--- config.mk ---
export PLATFORM = sky130hd
export DESIGN_NAME = controle_preparo
export DESIGN_NICKNAME = d
export VERILOG_FILES = /design/src/rtl/controle_preparo.sv
export SDC_FILE = /design/constraint.sdc
export NUM_CORES = 1
export LEC_CHECK = 0
export CORE_MARGIN = 8
export CORE_UTILIZATION = 49
export DETAILED_ROUTE_END_ITERATION = 7
export PLACE_DENSITY = 0.71
export SYNTH_ARGS = -nofsm -noshare
export SYNTH_HDL_FRONTEND = slang
export SYNTH_SLANG_ARGS = --single-unit
--- constraint.sdc ---
create_clock -name CLK -period 2.12 [get_ports CLK]
set_clock_uncertainty 0.05 [all_clocks]
set_input_delay 0.424 -clock CLK [delete_from_list [all_inputs] [get_ports CLK]]
set_output_delay 0.424 -clock CLK [all_outputs]
set_load 0.005 [all_outputs]
--- src/rtl/controle_preparo.sv ---
// controle_preparo: brew sequencer that sits after the drink-selection FSM.
// Generates the selection-timeout pulse for the selector, latches the chosen
// drink code on a fresh "chosen" edge and drives heater, dosers and valves
// through a fixed recipe, reporting busy / ready / error to the panel.
//
// Ports:
//   CLK, RST_N          clock (rising edge), asynchronous active-low reset
//   Escolha[1:0]        selector status: 00 idle, 01 selecting, 10 timeout, 11 chosen
//   Bebida[3:0]         drink code: 1 espresso, 2 cafe com leite, 3 cha, 4 cappuccino
//   Agua_Quente, Copo   water-hot sensor, cup present
//   Cancela             user cancel / error acknowledge
//   Timer               selection timeout back to the selector
//   Aquecedor, Dosador_Cafe, Dosador_Cha, Valvula_Agua, Valvula_Leite  actuators
//   Ocupado, Pronto, Erro  panel status
//   Etapa[2:0]          current state encoding for display
module controle_preparo #(
  parameter int unsigned TIMEOUT_SEL = 64,
  parameter int unsigned T_PO        = 3,
  parameter int unsigned T_AGUA      = 8,
  parameter int unsigned T_LEITE     = 4,
  parameter int unsigned T_AQUEC_MAX = 32,
  parameter int unsigned T_PRONTO    = 4
) (
  input  logic       CLK,
  input  logic       RST_N,
  input  logic [1:0] Escolha,
  input  logic [3:0] Bebida,
  input  logic       Agua_Quente,
  input  logic       Copo,
  input  logic       Cancela,
  output logic       Timer,
  output logic       Aquecedor,
  output logic       Dosador_Cafe,
  output logic       Dosador_Cha,
  output logic       Valvula_Agua,
  output logic       Valvula_Leite,
  output logic       Ocupado,
  output logic       Pronto,
  output logic       Erro,
  output logic [2:0] Etapa
);

  // Wide enough for the longest single step with margin.
  localparam int unsigned W_PASSO = $clog2(T_AQUEC_MAX + 2*T_LEITE + T_AGUA + T_PO + T_PRONTO + 1);
  localparam int unsigned W_TMR   = $clog2(TIMEOUT_SEL + 1);

  typedef enum logic [2:0] {
    OCIOSO = 3'd0,
    AQUECE = 3'd1,
    DOSA   = 3'd2,
    AGUA   = 3'd3,
    LEITE  = 3'd4,
    PRONTO = 3'd5,
    ERRO   = 3'd6
  } estado_t;

  estado_t              r_estado;
  estado_t              w_prox;
  logic [W_PASSO-1:0]   r_passo;
  logic [W_PASSO-1:0]   w_passo_prox;
  logic [W_PASSO-1:0]   w_fim_leite;
  logic [W_TMR-1:0]     r_tmr;
  logic [W_TMR-1:0]     w_tmr_prox;
  logic [3:0]           r_codigo;
  logic [3:0]           w_codigo_prox;
  logic                 r_esc11_ant;
  logic                 w_inicio;
  logic                 w_conta;
  logic                 w_codigo_ok;

  assign w_inicio    = (Escolha == 2'b11) && !r_esc11_ant;
  assign w_conta     = (Escolha == 2'b01) && (r_estado == OCIOSO);
  assign w_codigo_ok = (Bebida >= 4'd1) && (Bebida <= 4'd4);
  assign w_fim_leite = (r_codigo == 4'd4) ? W_PASSO'(2*T_LEITE - 1) : W_PASSO'(T_LEITE - 1);

  // Next state: cup loss beats cancel, cancel beats the step timer.
  always_comb begin
    w_prox = r_estado;
    unique case (r_estado)
      OCIOSO: begin
        if (w_inicio)                   w_prox = w_codigo_ok ? AQUECE : ERRO;
        else if (Escolha == 2'b10)      w_prox = ERRO;
      end
      AQUECE: begin
        if (Cancela)                    w_prox = OCIOSO;
        else if (Agua_Quente && Copo)   w_prox = DOSA;
        else if (r_passo == W_PASSO'(T_AQUEC_MAX - 1)) w_prox = ERRO;
      end
      DOSA: begin
        if (!Copo)                      w_prox = ERRO;
        else if (Cancela)               w_prox = OCIOSO;
        else if (r_passo == W_PASSO'(T_PO - 1)) w_prox = AGUA;
      end
      AGUA: begin
        if (!Copo)                      w_prox = ERRO;
        else if (Cancela)               w_prox = OCIOSO;
        else if (r_passo == W_PASSO'(T_AGUA - 1))
          w_prox = ((r_codigo == 4'd2) || (r_codigo == 4'd4)) ? LEITE : PRONTO;
      end
      LEITE: begin
        if (!Copo)                      w_prox = ERRO;
        else if (Cancela)               w_prox = OCIOSO;
        else if (r_passo == w_fim_leite) w_prox = PRONTO;
      end
      PRONTO: begin
        if (r_passo == W_PASSO'(T_PRONTO - 1)) w_prox = OCIOSO;
      end
      ERRO: begin
        if (Cancela)                    w_prox = OCIOSO;
      end
      default:                          w_prox = OCIOSO;
    endcase
  end

  always_comb begin
    w_passo_prox  = (w_prox != r_estado) ? '0 : r_passo + 1'b1;
    w_codigo_prox = ((r_estado == OCIOSO) && w_inicio) ? Bebida : r_codigo;
    w_tmr_prox    = '0;
    if (w_conta)
      w_tmr_prox = (r_tmr == W_TMR'(TIMEOUT_SEL - 1)) ? r_tmr : r_tmr + 1'b1;
  end

  // Outputs are decoded from the state being entered, so once registered
  // they line up with r_estado.
  always_ff @(posedge CLK or negedge RST_N) begin
    if (!RST_N) begin
      r_estado      <= OCIOSO;
      r_passo       <= '0;
      r_tmr         <= '0;
      r_codigo      <= '0;
      r_esc11_ant   <= 1'b0;
      Timer         <= 1'b0;
      Aquecedor     <= 1'b0;
      Dosador_Cafe  <= 1'b0;
      Dosador_Cha   <= 1'b0;
      Valvula_Agua  <= 1'b0;
      Valvula_Leite <= 1'b0;
      Ocupado       <= 1'b0;
      Pronto        <= 1'b0;
      Erro          <= 1'b0;
      Etapa         <= '0;
    end else begin
      r_estado      <= w_prox;
      r_passo       <= w_passo_prox;
      r_tmr         <= w_tmr_prox;
      r_codigo      <= w_codigo_prox;
      r_esc11_ant   <= (Escolha == 2'b11);
      Timer         <= w_conta && (w_tmr_prox == W_TMR'(TIMEOUT_SEL - 1));
      Aquecedor     <= (w_prox == AQUECE) || (w_prox == DOSA) || (w_prox == AGUA);
      Dosador_Cafe  <= (w_prox == DOSA) && (w_codigo_prox != 4'd3);
      Dosador_Cha   <= (w_prox == DOSA) && (w_codigo_prox == 4'd3);
      Valvula_Agua  <= (w_prox == AGUA);
      Valvula_Leite <= (w_prox == LEITE);
      Ocupado       <= (w_prox == AQUECE) || (w_prox == DOSA) ||
                       (w_prox == AGUA)   || (w_prox == LEITE);
      Pronto        <= (w_prox == PRONTO);
      Erro          <= (w_prox == ERRO);
      Etapa         <= w_prox;
    end
  end

endmodule

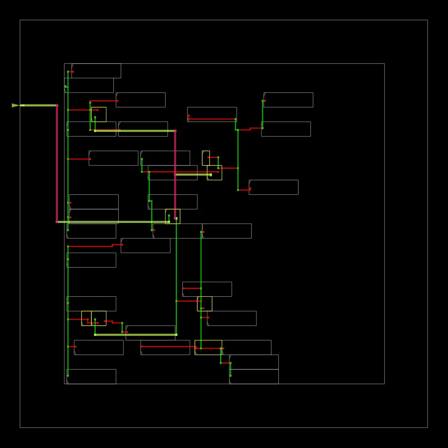
(run_1/clock_nets.png)
clk pwr: 346 µW
clk_lat worst skew: 330 ps
clock sink count: 30

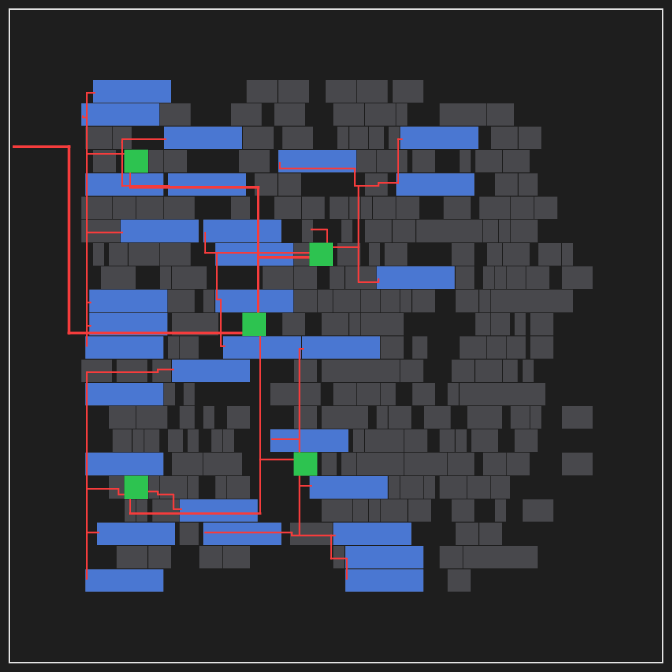
(run_1/clock_wires.png)
clock wires -> red  # length 364 µm
clock-net drivers -> green  # count 5
flip-flops -> blue  # count 30
routed clock nets = 6

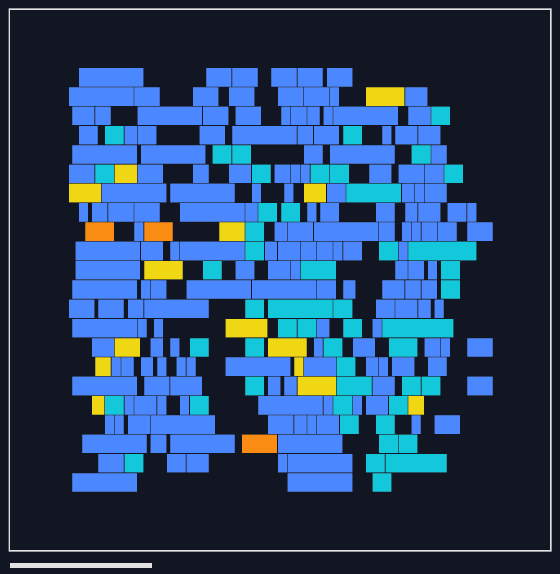
(run_1/sizing.png)
The bar under the picture is 20 µm long.
x2 -> yellow  # cells 14, share 5.7%
x3 and x4 -> cyan  # cells 50, share 20%
x1 and smaller -> blue  # cells 178, share 73%
x6 and larger -> orange  # cells 3, share 1.2%

==> results.sh, run 1 <==
# implementation run metrics
export IMPL_status="finished, violations left"
export IMPL_violations="setup timing"
export IMPL_yosys_most_used_dff="dfrtp_1"
export IMPL_dp_hpwl_mm=3.38
export IMPL_clk_pin_slew_ps=100
export IMPL_portBuffers=22
export IMPL_instances_no_fill=293
export IMPL_cts_resized=5
export IMPL_top_area_cell="dfrtp_1"
export IMPL_logic_gates=137
export IMPL_tool_warnings=30
export IMPL_r2r_end="r_passo[5]"
export IMPL_fin_ws_ps=-333
export IMPL_grt_met1_usage_pct=16.6
export IMPL_regArea_um2=751
export IMPL_tap_cells=48
export IMPL_seq_area_frac_synth_pct=42.4
export IMPL_largest_reg_flops=7
export IMPL_top_cell_area_share_pct=42.4
export IMPL_synth_edff_count=0
export IMPL_worst_pin_slew_ps=363
export IMPL_top_register="r_tmr"
export IMPL_simple_gate_share_pct=27.3
export IMPL_cp_num_cells=8
export IMPL_dr_wl_met3_um=233
export IMPL_seq_share_pct=30.4
export IMPL_layout_top_cells="buf_4 (37), dfrtp_1 (30), clkdlybuf4s50_1 (22)"
export IMPL_comb_area_share_pct=42.2
export IMPL_grt_pass1_wl_mm=7.28
export IMPL_drt_total_wl_mm=4.62
export IMPL_first_pass_iters=4
export IMPL_numSynthFlops=30
export IMPL_top_power_group="combinational cells"
export IMPL_path_buffers=1
export IMPL_area_growth_pct=39.2
export IMPL_gr_max_usage_layer="met2"
export IMPL_buffers=61
export IMPL_slew_limit_headroom_pct=75.5
export IMPL_cp_top_family="simple AND/OR/NAND/NOR gates"
export IMPL_powerComb_mw=1.24
export IMPL_wl_met2_mm=2.40
export IMPL_cts_root_buffer="clkbuf_4"
export IMPL_critical_path_class="reg -> reg"
export IMPL_drc_errors=0
export IMPL_critPathLaunchType="flop"
export IMPL_wl_met1_mm=1.89
export IMPL_critPathCaptureType="flop"
export IMPL_syn_nets=199
export IMPL_inv_count=9
export IMPL_reg2reg_setup_slack_ps=-330
export IMPL_drt_iter0_drc=72
export IMPL_antenna_found_initial=0
export IMPL_crit_arrival_ps=2630
export IMPL_yosys_warnings=0
export IMPL_grt_pass1_vias=1634
export IMPL_postLayoutCoreUtil_pct=68.9
export IMPL_crit_fanout=6
export IMPL_postSynthAreaPerCell_um2=9.58
export IMPL_synth_compound_area_share_pct=16.1
export IMPL_top_layer="met4"
export IMPL_endpoint="r_passo[5]"
export IMPL_use_met2_pct=26.1
export IMPL_ys_sh_adder_pct=2.12
export IMPL_totalPowerFinal_mw=2.38
export IMPL_n_antenna_cell=0
export IMPL_p_sw_uw=879
export IMPL_gp_congestion=0.865
export IMPL_seq_power_uw=792
export IMPL_cp_cell_sequence="inv_2 -> ha_4 -> or4b_4 -> or4_4 -> o2bb2ai_4 -> o31ai_4 -> xnor2_2 -> nor4b_2"
export IMPL_cts_setup_buffers=1
export IMPL_pwr_share_seq_pct=33.3
export IMPL_die_w_um=76.1
export IMPL_io_pins=23
export IMPL_seq_cell_count=30
export IMPL_required_ps=2290
export IMPL_ys_top_logic_family="simple AND/OR/NAND/NOR gates"
export IMPL_swShare_pct=37.0
export IMPL_synth_async_sr_flop_share_pct=100
export IMPL_irDropWorstVdd_mv=0.692
export IMPL_cts_buffers=5
export IMPL_synth_cell_area_mm2=0.00177
export IMPL_fillers=296
export IMPL_hold_viol=0
export IMPL_max_cap_violations=0
export IMPL_final_max_slew_viol_count=0
export IMPL_hp_class="in -> async"
export IMPL_grt_max_degree=31
export IMPL_rsz0062_at_grt="true"
export IMPL_top_regs="r_tmr: 7 flops, r_passo: 6 flops, r_codigo: 4 flops"
export IMPL_num_rows=22
export IMPL_fin_setup_tns_ps=-3260
export IMPL_clk_share_pct=2.44
export IMPL_rr_startpoint="r_passo[0]"
export IMPL_vias=1650
export IMPL_core_area_mm2=0.00358
export IMPL_place_ws_ps=-493
export IMPL_fmax_mhz=408
export IMPL_fin_area_mm2=0.00247
export IMPL_power_leakage_nw=1.08
export IMPL_synthTopCellsByCount="dfrtp_1 (30), nand2_1 (21), nor2_1 (13)"
export IMPL_reg2reg_depth=8
export IMPL_nClkBuffers=7
export IMPL_slowest_delay_ps=450
export IMPL_drive_gt1_share_pct=27.3
export IMPL_buf_share_pct=21.1
export IMPL_syn_inst=185
export IMPL_combPwrFrac_pct=52.1
export IMPL_dieArea_mm2=0.00580
export IMPL_final_nets=258
export IMPL_clk_path_buf_depth=2
export IMPL_track_usage_pct=15.1
export IMPL_mux_share_pct=2.26
export IMPL_final_common_cell="buf_4"
export IMPL_setup_viol=15
export IMPL_initCoreUtil_pct=49.5
export IMPL_grt_met3_usage_pct=4.48
export IMPL_largest_class="combinational gates"
export IMPL_p_per_area_mw_per_mm2=964
export IMPL_routedWlPerCell_um=15.8
export IMPL_top_cells_by_area="dfrtp_1 (42%), nand2_1 (4.4%), xnor2_1 (3.0%)"
export IMPL_p_clk_share_pct=14.6
export IMPL_viasPerCell=5.63
export IMPL_p_int_mw=1.50
export IMPL_finalHoldWorstSlack_ps=425
export IMPL_xor_share_pct=5.86
export IMPL_crit_start="r_passo[0]"
export IMPL_most_common_cell="dfrtp_1"
export IMPL_finalClockPeriodUsage_pct=116
export IMPL_ant_nets=0
export IMPL_yosys_stat_area_mm2=0.00177
export IMPL_min_period_ps=2450
export IMPL_synth_cell_types=58
export IMPL_dp_cells=279
export IMPL_cts_hold_buf=0
export IMPL_gr_total_overflow=0
==> run 2: changes to the inputs <==
ABC_AREA = 0   (was default)
==> results.sh, run 2 <==
# implementation run metrics
export IMPL_status="finished, violations left"
export IMPL_violations="setup timing"
export IMPL_io_pins=23
export IMPL_grt_met3_usage_pct=4.48
export IMPL_grt_met1_usage_pct=16.6
export IMPL_postSynthAreaPerCell_um2=9.58
export IMPL_cts_resized=5
export IMPL_use_met2_pct=26.1
export IMPL_swShare_pct=37.0
export IMPL_nClkBuffers=7
export IMPL_fmax_mhz=408
export IMPL_grt_pass1_vias=1634
export IMPL_simple_gate_share_pct=27.3
export IMPL_syn_inst=185
export IMPL_routedWlPerCell_um=15.8
export IMPL_dp_cells=279
export IMPL_yosys_warnings=0
export IMPL_regArea_um2=751
export IMPL_final_common_cell="buf_4"
export IMPL_clk_pin_slew_ps=100
export IMPL_gp_congestion=0.865
export IMPL_buf_share_pct=21.1
export IMPL_hold_viol=0
export IMPL_dr_wl_met3_um=233
export IMPL_comb_area_share_pct=42.2
export IMPL_xor_share_pct=5.86
export IMPL_layout_top_cells="buf_4 (37), dfrtp_1 (30), clkdlybuf4s50_1 (22)"
export IMPL_powerComb_mw=1.24
export IMPL_ant_nets=0
export IMPL_pwr_share_seq_pct=33.3
export IMPL_top_cells_by_area="dfrtp_1 (42%), nand2_1 (4.4%), xnor2_1 (3.0%)"
export IMPL_grt_max_degree=31
export IMPL_critPathCaptureType="flop"
export IMPL_final_nets=258
export IMPL_path_buffers=1
export IMPL_wl_met1_mm=1.89
export IMPL_most_common_cell="dfrtp_1"
export IMPL_max_cap_violations=0
export IMPL_worst_pin_slew_ps=363
export IMPL_irDropWorstVdd_mv=0.692
export IMPL_finalHoldWorstSlack_ps=425
export IMPL_seq_area_frac_synth_pct=42.4
export IMPL_reg2reg_setup_slack_ps=-330
export IMPL_totalPowerFinal_mw=2.38
export IMPL_first_pass_iters=4
export IMPL_cp_top_family="simple AND/OR/NAND/NOR gates"
export IMPL_portBuffers=22
export IMPL_hp_class="in -> async"
export IMPL_clk_path_buf_depth=2
export IMPL_place_ws_ps=-493
export IMPL_drive_gt1_share_pct=27.3
export IMPL_crit_arrival_ps=2630
export IMPL_mux_share_pct=2.26
export IMPL_top_cell_area_share_pct=42.4
export IMPL_drt_total_wl_mm=4.62
export IMPL_yosys_stat_area_mm2=0.00177
export IMPL_area_growth_pct=39.2
export IMPL_rr_startpoint="r_passo[0]"
export IMPL_critPathLaunchType="flop"
export IMPL_largest_reg_flops=7
export IMPL_crit_fanout=6
export IMPL_power_leakage_nw=1.08
export IMPL_initCoreUtil_pct=49.5
export IMPL_synth_cell_types=58
export IMPL_r2r_end="r_passo[5]"
export IMPL_p_per_area_mw_per_mm2=964
export IMPL_min_period_ps=2450
export IMPL_drt_iter0_drc=72
export IMPL_setup_viol=15
export IMPL_fin_setup_tns_ps=-3260
export IMPL_clk_share_pct=2.44
export IMPL_vias=1650
export IMPL_critical_path_class="reg -> reg"
export IMPL_cts_root_buffer="clkbuf_4"
export IMPL_fin_area_mm2=0.00247
export IMPL_p_sw_uw=879
export IMPL_ys_top_logic_family="simple AND/OR/NAND/NOR gates"
export IMPL_crit_start="r_passo[0]"
export IMPL_gr_max_usage_layer="met2"
export IMPL_fin_ws_ps=-333
export IMPL_antenna_found_initial=0
export IMPL_top_layer="met4"
export IMPL_buffers=61
export IMPL_gr_total_overflow=0
export IMPL_n_antenna_cell=0
export IMPL_seq_share_pct=30.4
export IMPL_ys_sh_adder_pct=2.12
export IMPL_wl_met2_mm=2.40
export IMPL_dieArea_mm2=0.00580
export IMPL_top_regs="r_tmr: 7 flops, r_passo: 6 flops, r_codigo: 4 flops"
export IMPL_cp_cell_sequence="inv_2 -> ha_4 -> or4b_4 -> or4_4 -> o2bb2ai_4 -> o31ai_4 -> xnor2_2 -> nor4b_2"
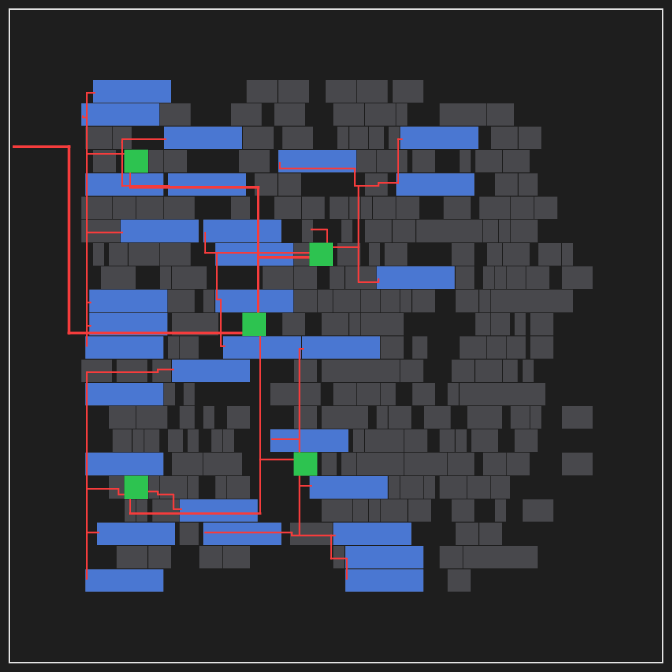
(run_2/clock_wires.png)
flip-flops -> blue  # count 30
clock-net drivers -> green  # count 5
clock wires -> red  # length 364 µm
routed clock nets = 6
Clock power frac: 14.6%

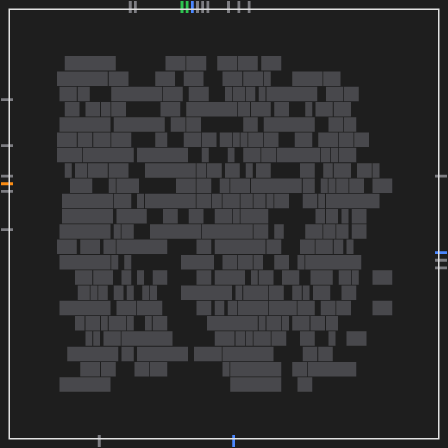
(run_2/pinout.png)
Pins as bars across the die edge, other pins in grey.
Escolha -> green  # pins 2, direction input, edge top
Erro -> orange  # pins 1, direction output, edge left
Etapa -> blue  # pins 3, direction output, edge 1 bottom, 1 right, 1 top
all pins by edge = 11 top, 6 left, 4 right, 2 bottom
Die Span Y: 76.1 µm
die width: 76.1 µm

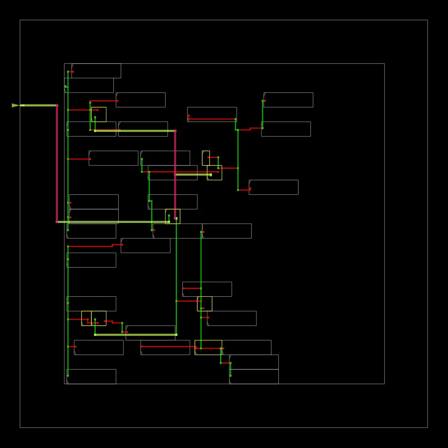
(run_2/clock_nets.png)
TritonCTS Buffers: 5
FF+latch count: 30

==> run 3: changes to the inputs <==
SETUP_SLACK_MARGIN = 0.02   (was default)
==> results.sh, run 3 <==
# implementation run metrics
export IMPL_cp_cell_sequence="inv_2 -> ha_1 -> or4b_4 -> or4_4 -> o2bb2ai_4 -> o31ai_4 -> xnor2_4 -> nor4b_2"
export IMPL_viasPerCell=5.50
export IMPL_drt_total_wl_mm=4.51
export IMPL_final_nets=253
export IMPL_drc_errors=0
export IMPL_hold_viol=0
export IMPL_top_regs="r_tmr: 7 flops, r_passo: 6 flops, r_codigo: 4 flops"
export IMPL_crit_arrival_ps=2600
export IMPL_cts_hold_buf=0
export IMPL_p_sw_uw=897
export IMPL_portBuffers=22
export IMPL_top_cell_area_share_pct=42.4
export IMPL_power_leakage_nw=1.06
export IMPL_top_register="r_tmr"
export IMPL_largest_class="combinational gates"
export IMPL_final_common_cell="buf_4"
export IMPL_max_cap_violations=0
export IMPL_io_pins=23
export IMPL_min_period_ps=2420
export IMPL_cp_num_cells=8
export IMPL_drt_iter0_drc=85
export IMPL_synth_async_sr_flop_share_pct=100
export IMPL_cts_setup_buffers=0
export IMPL_seq_power_uw=791
export IMPL_numSynthFlops=30
export IMPL_largest_reg_flops=7
export IMPL_critical_path_class="reg -> reg"
export IMPL_tool_warnings=30
export IMPL_initCoreUtil_pct=49.5
export IMPL_wl_met1_mm=1.97
export IMPL_slowest_delay_ps=450
export IMPL_syn_nets=199
export IMPL_yosys_stat_area_mm2=0.00177
export IMPL_area_growth_pct=39.1
export IMPL_synth_compound_area_share_pct=16.1
export IMPL_clk_share_pct=2.08
export IMPL_critPathLaunchType="flop"
export IMPL_fin_ws_ps=-301
export IMPL_gr_max_usage_layer="met2"
export IMPL_xor_share_pct=5.86
export IMPL_p_per_area_mw_per_mm2=968
export IMPL_status="finished, violations left"
export IMPL_synth_cell_types=58
export IMPL_gr_total_overflow=0
export IMPL_place_ws_ps=-479
export IMPL_syn_inst=185
export IMPL_num_rows=22
export IMPL_dr_wl_met3_um=117
export IMPL_setup_viol=16
export IMPL_cts_resized=4
export IMPL_crit_start="r_passo[0]"
export IMPL_r2r_end="r_passo[1]"
export IMPL_buf_share_pct=19.6
export IMPL_postSynthAreaPerCell_um2=9.58
export IMPL_track_usage_pct=15.6
export IMPL_routedWlPerCell_um=15.8
export IMPL_required_ps=2300
export IMPL_mux_share_pct=2.26
export IMPL_first_pass_iters=4
export IMPL_dieArea_mm2=0.00580
export IMPL_grt_pass1_wl_mm=7.45
export IMPL_die_w_um=76.1
export IMPL_cts_buffers=5
export IMPL_comb_area_share_pct=44.1
export IMPL_wl_met2_mm=2.28
export IMPL_tap_cells=48
export IMPL_yosys_most_used_dff="dfrtp_1"
export IMPL_dp_cells=279
export IMPL_ys_sh_adder_pct=2.12
export IMPL_finalClockPeriodUsage_pct=114
export IMPL_cp_top_family="simple AND/OR/NAND/NOR gates"
export IMPL_antenna_found_initial=0
export IMPL_powerComb_mw=1.27
export IMPL_layout_top_cells="buf_4 (32), dfrtp_1 (30), clkdlybuf4s50_1 (22)"
export IMPL_irDropWorstVdd_mv=0.801
export IMPL_rsz0062_at_grt="true"
export IMPL_finalHoldWorstSlack_ps=424
export IMPL_clk_pin_slew_ps=80
export IMPL_yosys_warnings=0
export IMPL_p_int_mw=1.49
export IMPL_crit_fanout=6
export IMPL_synth_edff_count=0
export IMPL_critPathCaptureType="flop"
export IMPL_violations="setup timing"
export IMPL_combPwrFrac_pct=53.3
export IMPL_grt_max_degree=31
export IMPL_buffers=56
export IMPL_final_max_slew_viol_count=0
export IMPL_grt_pass1_vias=1618
export IMPL_top_cells_by_area="dfrtp_1 (42%), nand2_1 (4.4%), xnor2_1 (3.0%)"
export IMPL_fillers=288
export IMPL_cts_sinks=30
export IMPL_simple_gate_share_pct=27.3
export IMPL_pwr_share_seq_pct=33.1
export IMPL_drive_gt1_share_pct=28.2
export IMPL_fmax_mhz=413
export IMPL_fin_setup_tns_ps=-3130
export IMPL_instances_no_fill=286
export IMPL_logic_gates=137
export IMPL_p_clk_share_pct=13.5
export IMPL_top_power_group="combinational cells"
export IMPL_endpoint="r_passo[1]"
export IMPL_cts_root_buffer="clkbuf_4"
export IMPL_regArea_um2=751
export IMPL_inv_count=9
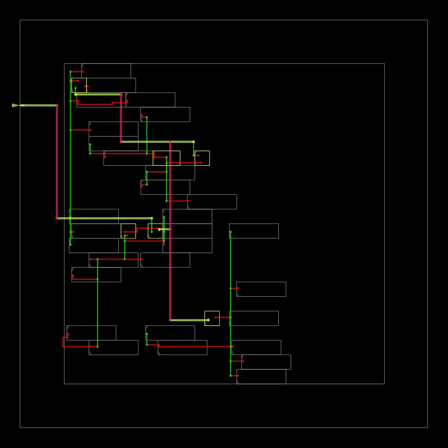
(run_3/clock_nets.png)
clk_lat worst skew: 320 ps
clk pwr: 322 µW

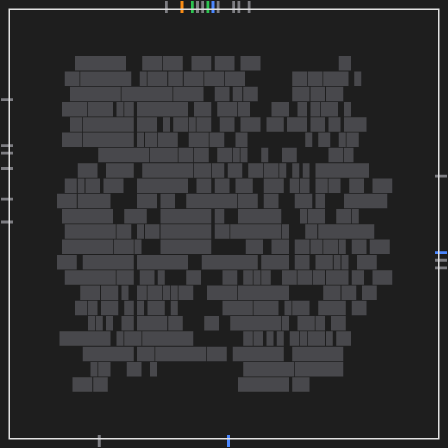
(run_3/pinout.png)
Pins as bars across the die edge, other pins in grey.
Escolha -> green  # pins 2, direction input, edge top
Erro -> orange  # pins 1, direction output, edge top
Etapa -> blue  # pins 3, direction output, edge 1 bottom, 1 right, 1 top

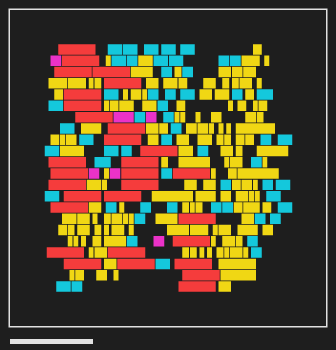
(run_3/class_map.png)
The bar under the picture is 20 µm long.
remaining buffers and delay cells -> cyan  # cells 56, share of their area 20%
registers -> red  # cells 30, share of their area 31%
remaining logic cells -> yellow  # cells 146, share of their area 47%
clock drivers and dummy loads -> magenta  # cells 6, share of their area 2.1%
Core Box Area: 0.00358 mm²
Seq area share: 30.5%
Finished Cell Area: 0.00246 mm²
fin util: 68.9%

No activity file was given, so power comes from the tool's default toggle rates.
